## config.mk

```make
export PLATFORM = sky130hd
export DESIGN_NAME = multicycle_control
export DESIGN_NICKNAME = d
export VERILOG_FILES = /design/src/rtl/cpu_pkg.sv /design/src/rtl/mc_ctrl_decode.sv /design/src/rtl/multicycle_control.sv
export SDC_FILE = /design/constraint.sdc
export NUM_CORES = 1
export LEC_CHECK = 0
export CAP_MARGIN = 20
export CORE_MARGIN = 5
export CORE_UTILIZATION = 30
export CTS_CLUSTER_DIAMETER = 150
export CTS_CLUSTER_SIZE = 16
export DETAILED_ROUTE_END_ITERATION = 8
export PLACE_DENSITY_LB_ADDON = 0.2
export SYNTH_ARGS = -nofsm -noshare
export SYNTH_HDL_FRONTEND = slang
export SYNTH_SLANG_ARGS = --single-unit
```

## constraint.sdc

```tcl
create_clock -name clk_i -period 3.2 [get_ports clk_i]
set_clock_uncertainty 0.15 [all_clocks]
set_input_delay 0.48 -clock clk_i [delete_from_list [all_inputs] [get_ports clk_i]]
set_output_delay 0.48 -clock clk_i [all_outputs]
set_load 0.1 [all_outputs]
```

## src/rtl/cpu_pkg.sv

```systemverilog
// Shared encodings for the multicycle control slice: opcodes, ALU op classes,
// trap causes, FSM states and instruction classes.
package cpu_pkg;

    localparam logic [6:0] OP_R      = 7'b0110011;
    localparam logic [6:0] OP_I      = 7'b0010011;
    localparam logic [6:0] OP_LOAD   = 7'b0000011;
    localparam logic [6:0] OP_STORE  = 7'b0100011;
    localparam logic [6:0] OP_BRANCH = 7'b1100011;
    localparam logic [6:0] F7_MULDIV = 7'b0000001;

    typedef enum logic [1:0] {
        ALU_ADD   = 2'b00,
        ALU_SUB   = 2'b01,
        ALU_RTYPE = 2'b10,
        ALU_ITYPE = 2'b11
    } alu_op_e;

    typedef enum logic [1:0] {
        CAUSE_NONE    = 2'b00,
        CAUSE_ILLEGAL = 2'b01,
        CAUSE_TIMEOUT = 2'b10
    } cause_e;

    typedef enum logic [2:0] {
        ST_FETCH     = 3'd0,
        ST_DECODE    = 3'd1,
        ST_EXEC      = 3'd2,
        ST_EXEC_WAIT = 3'd3,
        ST_MEM       = 3'd4,
        ST_WB        = 3'd5,
        ST_TRAP      = 3'd6
    } state_e;

    typedef enum logic [2:0] {
        CLS_R,
        CLS_I,
        CLS_LOAD,
        CLS_STORE,
        CLS_BRANCH
    } op_class_e;

    function automatic alu_op_e class_alu_op(input op_class_e cls);
        case (cls)
            CLS_R:      return ALU_RTYPE;
            CLS_I:      return ALU_ITYPE;
            CLS_BRANCH: return ALU_SUB;
            default:    return ALU_ADD;
        endcase
    endfunction

    function automatic logic class_alu_src(input op_class_e cls);
        return (cls == CLS_I) || (cls == CLS_LOAD) || (cls == CLS_STORE);
    endfunction

endpackage

```

## src/rtl/mc_ctrl_decode.sv

```systemverilog
// Combinational opcode-to-class decode. Optional macro MULDIV_EN enables
// flagging R-type funct7=0000001 as a multi-cycle ALU operation.
module mc_ctrl_decode
    import cpu_pkg::*;
(
    input  logic [6:0] op_i,
    input  logic [6:0] funct7_i,
    output op_class_e  op_class_o,
    output logic       legal_o,
    output logic       muldiv_o
);

    // NOTE: every output gets a default first so no path through the case infers a latch.
    always_comb begin
        op_class_o = CLS_R;
        legal_o    = 1'b1;
        case (op_i)
            OP_R:      op_class_o = CLS_R;
            OP_I:      op_class_o = CLS_I;
            OP_LOAD:   op_class_o = CLS_LOAD;
            OP_STORE:  op_class_o = CLS_STORE;
            OP_BRANCH: op_class_o = CLS_BRANCH;
            default:   legal_o    = 1'b0;
        endcase
    end

`ifdef MULDIV_EN
    assign muldiv_o = legal_o && (op_class_o == CLS_R) && (funct7_i == F7_MULDIV);
`else
    logic unused_funct7;
    assign unused_funct7 = ^funct7_i;
    assign muldiv_o      = 1'b0;
`endif

endmodule

```

## src/rtl/multicycle_control.sv

```systemverilog
// Multicycle CPU control FSM with memory-wait timeout and sticky trap.
// Macro MULDIV_EN (in mc_ctrl_decode) enables the EXEC_WAIT multi-cycle ALU path.
module multicycle_control
    import cpu_pkg::*;
#(
    parameter int TIMEOUT_CYC = 16,
    parameter int CNT_W       = 8
) (
    input  logic       clk_i,
    input  logic       rst_i,
    input  logic [6:0] op_i,
    input  logic [6:0] funct7_i,
    input  logic       mem_ready_i,
    input  logic       alu_done_i,
    output logic       mem_req_o,
    output logic       mem_we_o,
    output logic       ir_write_o,
    output logic [1:0] ALUOp_o,
    output logic       ALUSrc_o,
    output logic       RegWrite_o,
    output logic       pc_write_o,
    output logic       trap_o,
    output logic [1:0] cause_o,
    output logic [2:0] state_o
);

    localparam logic [CNT_W-1:0] CNT_LAST = CNT_W'(TIMEOUT_CYC - 1);

    state_e     state_q, state_d;
    op_class_e  cls_q, dec_cls;
    logic       dec_legal, dec_muldiv, muldiv_q;
    alu_op_e    alu_op_q;
    logic       alu_src_q;
    cause_e     cause_q;
    logic [CNT_W-1:0] cnt_q;

    logic mem_req, mem_we, ir_write, reg_write, pc_write, timeout;

    mc_ctrl_decode u_decode (
        .op_i       (op_i),
        .funct7_i   (funct7_i),
        .op_class_o (dec_cls),
        .legal_o    (dec_legal),
        .muldiv_o   (dec_muldiv)
    );

    assign mem_req = (state_q == ST_FETCH) || (state_q == ST_MEM);
    // Reaching TIMEOUT_CYC happens on the edge after the last allowed wait cycle.
    assign timeout = (cnt_q == CNT_LAST);

    always_comb begin
        state_d   = state_q;
        mem_we    = 1'b0;
        ir_write  = 1'b0;
        reg_write = 1'b0;
        pc_write  = 1'b0;
        case (state_q)
            ST_FETCH: begin
                if (mem_ready_i) begin
                    ir_write = 1'b1;
                    state_d  = ST_DECODE;
                end else if (timeout) begin
                    state_d = ST_TRAP;
                end
            end
            ST_DECODE: state_d = dec_legal ? ST_EXEC : ST_TRAP;
            ST_EXEC: begin
                case (cls_q)
                    CLS_R, CLS_I:        state_d = muldiv_q ? ST_EXEC_WAIT : ST_WB;
                    CLS_LOAD, CLS_STORE: state_d = ST_MEM;
                    default: begin
                        pc_write = 1'b1;
                        state_d  = ST_FETCH;
                    end
                endcase
            end
            ST_EXEC_WAIT: if (alu_done_i) state_d = ST_WB;
            ST_MEM: begin
                mem_we = (cls_q == CLS_STORE);
                if (mem_ready_i) begin
                    pc_write = (cls_q == CLS_STORE);
                    state_d  = (cls_q == CLS_STORE) ? ST_FETCH : ST_WB;
                end else if (timeout) begin
                    state_d = ST_TRAP;
                end
            end
            ST_WB: begin
                reg_write = 1'b1;
                pc_write  = 1'b1;
                state_d   = ST_FETCH;
            end
            ST_TRAP: state_d = ST_TRAP;
            default: state_d = ST_FETCH;
        endcase
    end

    // NOTE: state registers use non-blocking assignments so every flop samples pre-edge values.
    always_ff @(posedge clk_i) begin
        if (rst_i) begin
            state_q   <= ST_FETCH;
            cnt_q     <= '0;
            cause_q   <= CAUSE_NONE;
            alu_op_q  <= ALU_ADD;
            alu_src_q <= 1'b0;
            cls_q     <= CLS_R;
            muldiv_q  <= 1'b0;
        end else begin
            state_q <= state_d;
            if (state_q == ST_DECODE && dec_legal) begin
                cls_q     <= dec_cls;
                muldiv_q  <= dec_muldiv;
                alu_op_q  <= class_alu_op(dec_cls);
                alu_src_q <= class_alu_src(dec_cls);
            end
            if (state_q != ST_TRAP && state_d == ST_TRAP)
                cause_q <= (state_q == ST_DECODE) ? CAUSE_ILLEGAL : CAUSE_TIMEOUT;
            if (mem_ready_i ||
                (state_d != state_q && (state_d == ST_FETCH || state_d == ST_MEM)))
                cnt_q <= '0;
            else if (mem_req)
                cnt_q <= cnt_q + 1'b1;
        end
    end

    // Reset suppresses every request and strobe in the cycle it is asserted.
    assign mem_req_o  = mem_req && !rst_i;
    assign mem_we_o   = mem_we && !rst_i;
    assign ir_write_o = ir_write && !rst_i;
    assign RegWrite_o = reg_write && !rst_i;
    assign pc_write_o = pc_write && !rst_i;
    assign ALUOp_o    = alu_op_q;
    assign ALUSrc_o   = alu_src_q;
    assign trap_o     = (state_q == ST_TRAP);
    assign cause_o    = cause_q;
    assign state_o    = state_q;

endmodule

```

### Cell outlines without signal wires

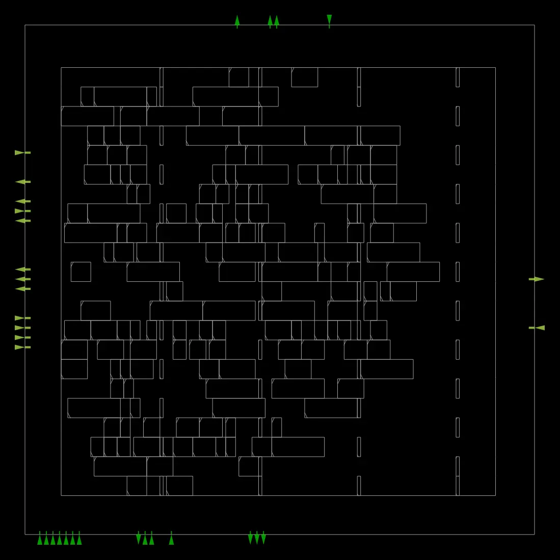
cell row count: 22
FFs & Latches: 19

### Sequential cells grouped by signal name

Scale: 8 px per um. Other sequential cells in the stronger grey, the rest of the logic in the fainter grey.
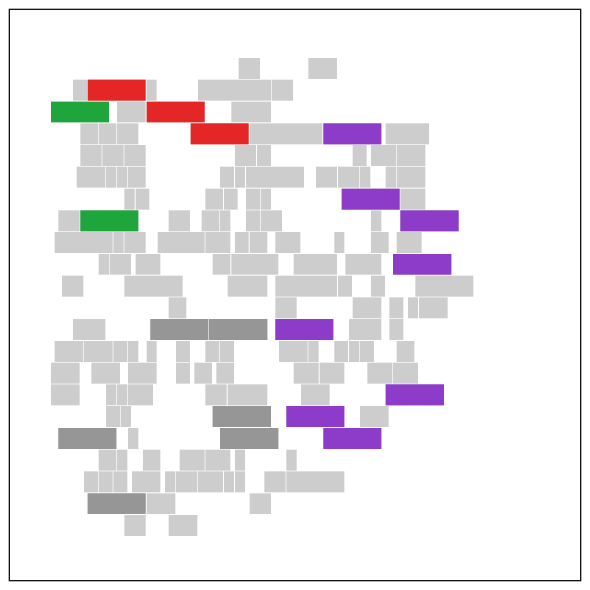
[state_o] red | placed flops: 3
[cnt_q] purple | placed flops: 8
[cause_o] green | placed flops: 2
final core occ: 42.22%
flop share of the area: 24.80%
Seq group: 0.000262 W

### Wires at chosen ports, followed through buffers

Scale: 6 px per um.
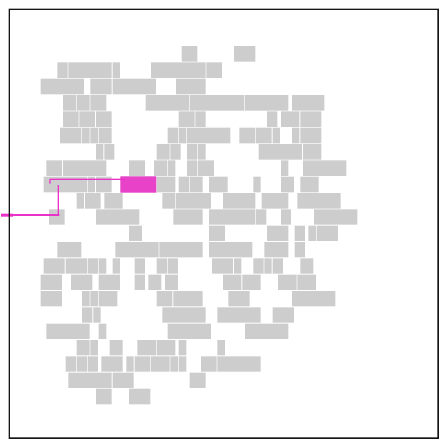
[pc_write_o] magenta | direction: output | edge: west | end cells: 1 | buffers: 1 | wire: 25.6 um
I/O pin count: 32
Port Buffers: 24

==> flow_summary.yaml <==
# yosys + openroad results
floorplan:
  dieArea_sq_um: 5074
logic_synthesis:
  ys_warn_count: 0
  yosysTopAreaCellShare_pct: 33.82
  top_cell: "dfxtp_1"
  mux_area_share_pct: 0.8899
  netlist_area_sq_um: 1125
worst_setup_path:
  worstPathCellList: "clkdlybuf4s50_1, a31oi_1, or3b_1, a21oi_4, buf_12"
  r2r-end: "cnt_q[7]$_SDFFE_PP0N_"
  cp_slowest_cell: "clkdlybuf4s50_1"
  critPathKind: "in -> out"
  required_ns: 2.57
  endpoint_kind: "primary output"
  cpPeakStageDelay_ns: 0.51
  path_depth: 5
  reg2reg_depth: 4
  worstSetupStartpoint: "mem_ready_i"
  critPathCapture: "pc_write_o"
final_layout:
  final-clk-cell-share_pct: 2.936
  fill_cells: 368
  area_growth_pct: 36.37
  instances_no_fill: 205
  regArea_sq_um: 380.4
  num-multi-input-gates: 105
  largest_register_ffs: 8
drt:
  ant_nets: 0
  met3_wirelength_um: 108
  vias: 1083
cts:
  cts_max_path_buffers: 2
  cts-root-buf: "clkbuf_8"
  cts_hold_buffers: 0
  numClockSinks: 19
placement:
  gp_congestion: 0.8142
  pre_cts_ws_ns: 0.7005
  placed_cell_area_sq_um: 1489
flow_run:
  tool_warnings: 34
  max-cap-violations: 0
global_route:
  grtUsageMet1_pct: 14.44
  overflow: 0
  grt_pass1_wl_um: 5050
pwr:
  total_power_w: 0.0006245
  peakVddDrop_mv: 0.2615
  clkPwrFrac_pct: 26.9
  p_leak_nw: 0.5095
  clock_power_w: 0.000168
  p_int_w: 0.0003995
  power.switching_w: 0.0002249
  power_frac_comb_pct: 31.1
status:
  outcome: "complete, no violations"
timing:
  finalHoldViolations: 0
  tightest_slew_ns: 0.5502
  fin_ws_ns: 0.6971
  slew_viol_final: 0
worst_hold_path:
  hold_end: "cause_o[0]$_SDFFE_PP0P_"
Power figures rest on the tool's default switching activity, not on a simulated workload.
